--- src/rtl/config_pkg.sv ---
// Core-wide CSR address and data word types shared by CSR-side blocks.
package config_pkg;
  localparam int CsrAddrW = 12;
  localparam int WordW    = 32;

  typedef logic [CsrAddrW-1:0] CsrAddrT;
  typedef logic [WordW-1:0]    word;
endpackage

--- src/rtl/csr_arb_pkg.sv ---
// Types for the CSR external-write arbiter.
package csr_arb_pkg;
  localparam int NumReqDef   = 4;
  localparam int MaxDeferDef = 4;

  typedef enum logic {
    ARB   = 1'b0,
    FORCE = 1'b1
  } arb_state_t;

  typedef logic [$clog2(NumReqDef)-1:0] ReqIdxT;
endpackage

--- src/rtl/rr_picker.sv ---
// Combinational round-robin pick: first set request at or after ptr_i, wrapping.
// Zero latency; grant_o is one-hot or zero, valid_o flags a grant.
module rr_picker #(
  parameter int N = 4
) (
  input  logic [N-1:0]         req_i,
  input  logic [$clog2(N)-1:0] ptr_i,
  output logic [N-1:0]         grant_o,
  output logic                 valid_o
);
  localparam int IdxW = $clog2(N);

  logic [IdxW-1:0] idx;

  always_comb begin
    grant_o = '0;
    valid_o = 1'b0;
    idx     = '0;
    for (int k = 0; k < N; k++) begin
      idx = IdxW'((int'(ptr_i) + k) % N);
      if (!valid_o && req_i[idx]) begin
        grant_o[idx] = 1'b1;
        valid_o      = 1'b1;
      end
    end
  end
endmodule

--- src/rtl/csr_ext_arbiter.sv ---
// Shares the CSR external write port among NumReq one-entry slots, round-robin, one write/cycle.
// Accept-to-issue is 1 cycle minimum; writes colliding with the core's CSR access are deferred, then forced with a 1-cycle core stall.
module csr_ext_arbiter
  import config_pkg::*;
  import csr_arb_pkg::*;
#(
  parameter int NumReq   = 4,
  parameter int MaxDefer = 4
) (
  input  logic                             clk,
  input  logic                             reset,
  input  logic [NumReq-1:0]                req_valid,
  output logic [NumReq-1:0]                req_ready,
  input  logic [NumReq-1:0][CsrAddrW-1:0]  req_addr,
  input  logic [NumReq-1:0][WordW-1:0]     req_data,
  input  logic                             core_csr_enable,
  input  logic [CsrAddrW-1:0]              core_csr_addr,
  output logic [CsrAddrW-1:0]              ext_addr,
  output logic [WordW-1:0]                 ext_data,
  output logic                             ext_write_enable,
  output logic                             core_stall,
  output logic                             busy
);
  localparam int IdxW = $clog2(NumReq);
  localparam int CntW = $clog2(MaxDefer + 1);

  arb_state_t state_q, state_d;

  logic [NumReq-1:0]               pend_q, pend_d;
  logic [NumReq-1:0][CsrAddrW-1:0] addr_q;
  logic [NumReq-1:0][WordW-1:0]    data_q;
  logic [IdxW-1:0]                 rr_ptr_q, rr_ptr_d;
  logic [CntW-1:0]                 defer_q, defer_d;

  logic [NumReq-1:0] mask;
  logic [NumReq-1:0] mask_gnt, head_gnt, issue_sel, accept;
  logic              mask_vld, head_vld, head_masked;
  logic [IdxW-1:0]   win;

  always_comb begin
    mask = '0;
    for (int i = 0; i < NumReq; i++) begin
      mask[i] = core_csr_enable && (addr_q[i] == core_csr_addr);
    end
  end

  rr_picker #(.N(NumReq)) u_pick_masked (
    .req_i   (pend_q & ~mask),
    .ptr_i   (rr_ptr_q),
    .grant_o (mask_gnt),
    .valid_o (mask_vld)
  );

  // Head ignores masks: it is the slot that accumulates deferrals and gets forced.
  rr_picker #(.N(NumReq)) u_pick_head (
    .req_i   (pend_q),
    .ptr_i   (rr_ptr_q),
    .grant_o (head_gnt),
    .valid_o (head_vld)
  );

  assign head_masked = head_vld && |(head_gnt & mask);

  always_ff @(posedge clk or negedge reset) begin
    if (!reset) begin
      state_q <= ARB;
    end else begin
      state_q <= state_d;
    end
  end

  always_comb begin
    state_d = state_q;
    defer_d = defer_q;
    if (state_q == FORCE) begin
      state_d = ARB;
      defer_d = '0;
    end else if (head_masked) begin
      defer_d = defer_q + 1'b1;
      if (defer_q == CntW'(MaxDefer - 1)) begin
        state_d = FORCE;
      end
    end else begin
      defer_d = '0;
    end
  end

  always_comb begin
    core_stall = (state_q == FORCE);
    if (state_q == FORCE) begin
      issue_sel = head_gnt;
    end else begin
      issue_sel = mask_vld ? mask_gnt : '0;
    end
  end

  always_comb begin
    ext_addr = '0;
    ext_data = '0;
    win      = '0;
    for (int i = 0; i < NumReq; i++) begin
      ext_addr = ext_addr | (addr_q[i] & {CsrAddrW{issue_sel[i]}});
      ext_data = ext_data | (data_q[i] & {WordW{issue_sel[i]}});
      if (issue_sel[i]) begin
        win = IdxW'(i);
      end
    end
  end

  assign ext_write_enable = |issue_sel;
  assign busy             = |pend_q;

  // A slot draining this cycle can refill in the same cycle.
  assign req_ready = ~pend_q | issue_sel;
  assign accept    = req_valid & req_ready;
  assign pend_d    = (pend_q & ~issue_sel) | accept;

  always_comb begin
    rr_ptr_d = rr_ptr_q;
    if (ext_write_enable) begin
      rr_ptr_d = (win == IdxW'(NumReq - 1)) ? '0 : win + 1'b1;
    end
  end

  always_ff @(posedge clk or negedge reset) begin
    if (!reset) begin
      pend_q   <= '0;
      addr_q   <= '0;
      data_q   <= '0;
      rr_ptr_q <= '0;
      defer_q  <= '0;
    end else begin
      pend_q   <= pend_d;
      rr_ptr_q <= rr_ptr_d;
      defer_q  <= defer_d;
      for (int i = 0; i < NumReq; i++) begin
        if (accept[i]) begin
          addr_q[i] <= req_addr[i];
          data_q[i] <= req_data[i];
        end
      end
    end
  end
endmodule

--- config.mk ---
export PLATFORM = sky130hd
export DESIGN_NAME = csr_ext_arbiter
export DESIGN_NICKNAME = d
export VERILOG_FILES = /design/src/rtl/config_pkg.sv /design/src/rtl/csr_arb_pkg.sv /design/src/rtl/rr_picker.sv /design/src/rtl/csr_ext_arbiter.sv
export SDC_FILE = /design/constraint.sdc
export NUM_CORES = 1
export LEC_CHECK = 0
export CORE_MARGIN = 2
export CORE_UTILIZATION = 45
export DETAILED_ROUTE_END_ITERATION = 16
export PLACE_DENSITY = 0.84
export SYNTH_ARGS = -nofsm -noshare
export SYNTH_HDL_FRONTEND = slang
export SYNTH_SLANG_ARGS = --single-unit
--- constraint.sdc ---
create_clock -name clk -period 7.2 [get_ports clk]
set_input_delay 1.44 -clock clk [delete_from_list [all_inputs] [get_ports clk]]
set_output_delay 1.44 -clock clk [all_outputs]
set_load 0.02 [all_outputs]
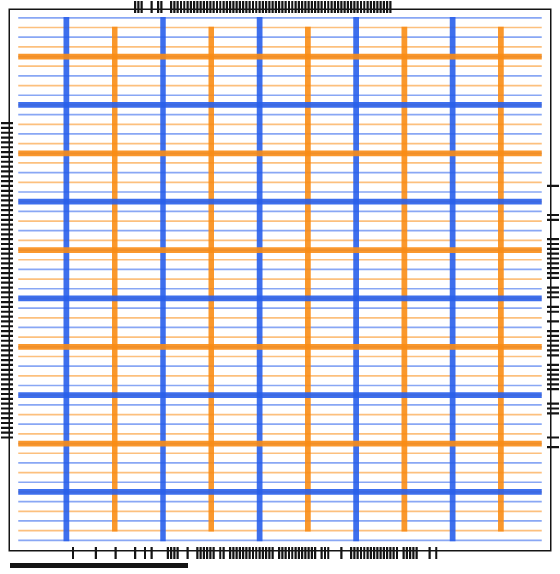
(PDN straps and rails)
Scale bar: 50 um. Pins as bars on the die edge.
[blue] VSS
[orange] VDD
met1 rails: 55
signal pins: 246

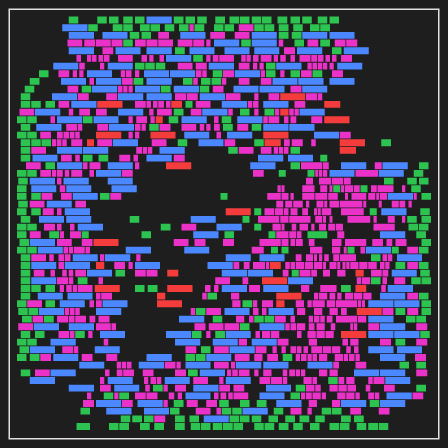
(placed cells, one color a class)
[green] other buffers and delay cells | cells: 264
[red] clock drivers and dummy loads | cells: 31
[blue] flops | cells: 186
[magenta] combinational and other logic | cells: 580

==> results.py <==
# Physical implementation metrics
metrics = {
    "run_status": {
        "outcome": "finished, final reports clean",
    },
    "worst_setup_path": {
        "critPathKind": "in2out",
        "cp-start-kind": "primary input",
        "r2r_end": "data_q[66]",
        "slowest_stage": "a31oi_4",
        "path_delay_family": "AND-OR/OR-AND gates",
        "startpoint": "core_csr_addr[0]",
        "critPathMaxStageDelay_ns": 0.67,
        "cp_max_fo": 20,
        "cp.arrival_ns": 5.56,
        "r2r_cells": 11,
        "r2r_slack_ns": 2.28,
        "crit_buf_inv": 3,
        "path_cells": "clkdlybuf4s50_1, xnor2_1, nand4_1, o41ai_2, o22ai_1, o31ai_2, nand3_1, a31oi_4, buf_4, o21ai_0, nand4_1, clkdlybuf4s50_1",
        "r2r_start": "rr_ptr_q[0]",
        "worst_setup_path_end_kind": "output port",
        "critical_path_required_ns": 5.76,
    },
    "synthesis": {
        "top_area_frac": 0.473,
        "yosys.area.top_type": "dfrtp_1",
        "synthCells": 838,
        "synthArstFlopShare": 1.00,
        "synth_flops": 186,
        "yosysMostFrequentCell": "dfrtp_1",
        "yosysWarnings": 0,
        "ys_chip_area_mm2": 0.00983,
        "syn_area_mm2": 0.00983,
        "ys.flop_type": "dfrtp_1",
        "syn_area_per_cell_um2": 11.7,
        "ys_types": 57,
        "seq_area_frac_synth": 0.473,
        "synthTopCellsByCount": "186 x dfrtp_1, 133 x o21ai_0, 83 x mux2_1, 53 x mux2_2, 53 x nand4_1",
        "topCellsByArea": "dfrtp_1 47%, mux2_1 9.5%, o21ai_0 6.8%",
        "edf_count": 0,
        "yosys_cells": 838,
        "syn-num-nets": 1039,
    },
    "cts": {
        "clock_path_buffers": 2,
        "cts_tree": "done",
        "cts-resized-gates": 0,
        "cts_root_buf": "clkbuf_16",
        "clk_pin_slew_ns": 0.07,
        "cts_setup_buffers": 0,
        "cts.sinks": 186,
        "clk_latency_ns": 0.44,
        "ctsHoldBuffers": 0,
        "htree_levels": 4,
        "cts_buffers": 17,
    },
    "grt": {
        "busiest_layer": "met2",
        "antenna_found_initial": 1,
        "met3_usage": 0.0508,
        "grt_pass1_wl_um": 46000,
        "grt.met1_usage": 0.345,
        "met2_usage": 0.405,
        "first_global_vias": 8227,
        "grt_overflow": 0,
        "grt_max_degree": 128,
        "track_usage": 0.253,
    },
    "placed_design": {
        "portBuffers": 245,
        "dp_hpwl_um": 20300,
        "place_congestion": 0.881,
        "place_ws_ns": 0.312,
        "dpl_cell_area_mm2": 0.0124,
    },
    "final_layout": {
        "nNetsFinal": 1250,
        "post-route-cell-area_mm2": 0.0130,
        "nFillCells": 1742,
        "syn2layout_area_growth_pct": 32.5,
        "drive_above_1_share": 0.161,
    },
    "route": {
        "wire_per_inst_um": 22.0,
        "dr_total_vias": 7969,
        "ant_nets": 0,
        "drc": 0,
        "wl_um": 29500,
        "dr.pass1.iters": 5,
        "drtIter0Drc": 667,
        "vias_per_cell": 5.94,
    },
    "sta": {
        "whs_ns": 0.455,
        "fmax_mhz": 143,
        "setup_tns_ns": 0,
        "tightest_slew_ns": 1.08,
        "final_hold_viol_count": 0,
        "min_period_ns": 7.00,
        "worst_slack_ns": 0.201,
        "drv_slew": 0,
        "fin_skew_ns": 0.0147,
        "finalCritPeriodShare": 0.972,
        "setup_viol": 0,
        "relSlewSlack": 0.279,
        "rsz0062_at_grt": "false",
    },
    "floorplanning": {
        "die-height_um": 152,
        "die_area_mm2": 0.0230,
        "row_count": 54,
        "fp-utilization": 0.455,
        "io_pins": 246,
        "fp.dieW_um": 152,
        "core-area_mm2": 0.0216,
    },
    "run": {
        "maxCapViolations": 0,
        "stage_log_warnings": 32,
    },
    "hold_path": {
        "hold_class": "reg2reg",
        "holdPathEnd": "defer_q[0]",
        "holdCritStartpoint": "defer_q[0]",
        "hold_depth": 1,
    },
    "power": {
        "powerDensity_mw_per_mm2": 571,
        "ir_worst_vdd_mv": 0.402,
        "power_leakage_nw": 5.26,
    },
}
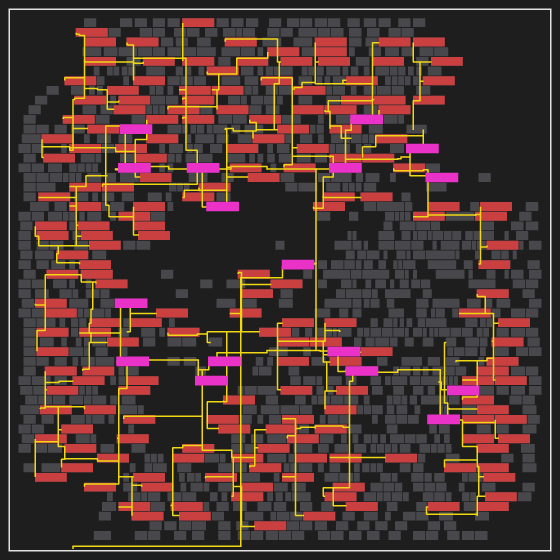
(clock wires, drivers and flops)
[yellow] clock wires | length: 2240 um
[red] flip-flops | count: 186
[magenta] clock drivers | count: 17
routed clock nets: 18
flops lie: widely spread

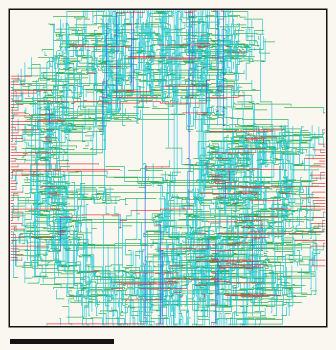
(wiring by layer)
Scale bar: 50 um.
[red] metal 3 | wire length: 2120 um
[green] metal 1 | wire length: 12500 um
[blue] metal 4 | wire length: 690 um
[cyan] metal 2 | wire length: 14200 um

## layout make-up
type,count,area [um^2],area share
inverters,10,37.5,0.00288
multi-input cells,570,4790,0.368
repair buffers,264,2610,0.200
clock inverters,14,153,0.0117
well taps,280,350,0.0269
diodes,1,2.50,0.000192
clock buffers,17,425,0.0327
flip-flops and latches,186,4650,0.357
## worst register-to-register path, cell delays in order (launching register included)
cell,delay (ns)
dfrtp_1,0.65
inv_1,0.26
ha_1,0.49
mux4_2,0.63
a22oi_1,0.23
nor2_1,0.06
a221o_1,0.29
and2_2,0.52
nand2b_1,0.34
o21ai_4,0.36
buf_4,0.54
mux2_1,0.43
## how the worst max path moves through the flow
stage                    to  slack (ns)  cells after the start
3_3_place_gp   ext_data[10]        0.36                     12
6_report       ext_data[10]        0.20                     12
4_1_cts        ext_data[10]        0.29                     12
3_5_place_dp   ext_data[10]        0.31                     12
2_1_floorplan  ext_data[10]        1.82                     12
5_1_grt        ext_data[10]        0.04                     12
## through the flow
stage	total power [W]	std cells	util
detailed placement	0.00650	1310	0.576
global route	0.00784	1341	0.602
finish	0.00744	1342	0.602
CTS	0.00745	1341	0.602
floorplan	0.00473	838	-
global placement	0.00641	1310	0.576
## layout by cell type, fill, tap and decap left out, drive strengths merged, types with 2 or more instances in the layout
cell type / netlist / layout
a211oi: 3 / 3
nor3: 2 / 2
nor4: 4 / 4
o21ai: 135 / 135
o22ai: 2 / 2
buf: 35 / 19
clkinv: 0 / 5
inv: 10 / 17
nand2: 19 / 19
nor2b: 5 / 5
clkinvlp: 0 / 2
mux4: 4 / 4
nand3: 51 / 51
nor2: 8 / 8
a221o: 3 / 3
a31oi: 4 / 4
dfrtp: 186 / 186
nand4: 53 / 53
a22oi: 6 / 6
and2: 6 / 6
o211ai: 5 / 5
a21o: 5 / 5
xnor2: 48 / 48
o221ai: 2 / 2
clkbuf: 37 / 18
o31ai: 3 / 3
clkdlybuf4s50: 0 / 244
mux2: 176 / 176
mux2i: 3 / 3
ha: 6 / 6
## sequential cells by signal (all words and copies together), names as in the netlist
signal,cells
rr_ptr_q,2
addr_q,48
pend_q,4
defer_q,3
core_stall,1
data_q,128
## cell families (layout without fill, tap and decap cells)
family | count (synthesis) | count (layout) | synth area share
muxes | 183 | 183 | 0.229
buffers and inverters | 82 | 305 | 0.0430
other | 0 | 1 | 0
DFF | 186 | 186 | 0.473
adders and majority gates | 6 | 6 | 0.00764
and+or+nand+nor | 153 | 153 | 0.0890
xor gates and xnor gates | 48 | 48 | 0.0428
AOI/OAI and AO/OA | 180 | 180 | 0.115
## layer usage
layer	part of all wire	vias to the layer above	wire [um]
met5	0	-	0
met2	0.48	399	14200
met3	0.072	51	2120
li1	-	3493	-
met4	0.023	0	690
met1	0.43	4026	12500
## report_power, final
part	total (W)	internal [W]	leakage [nW]	switching [W]
combinational	0.00455	0.00219	2.79	0.00236
sequential	0.00197	0.00158	2.19	0.000387
clock	0.000921	0.000463	0.276	0.000458
total	0.00744	0.00423	5.26	0.00321
No activity file was given, so power comes from the tool's default toggle rates.
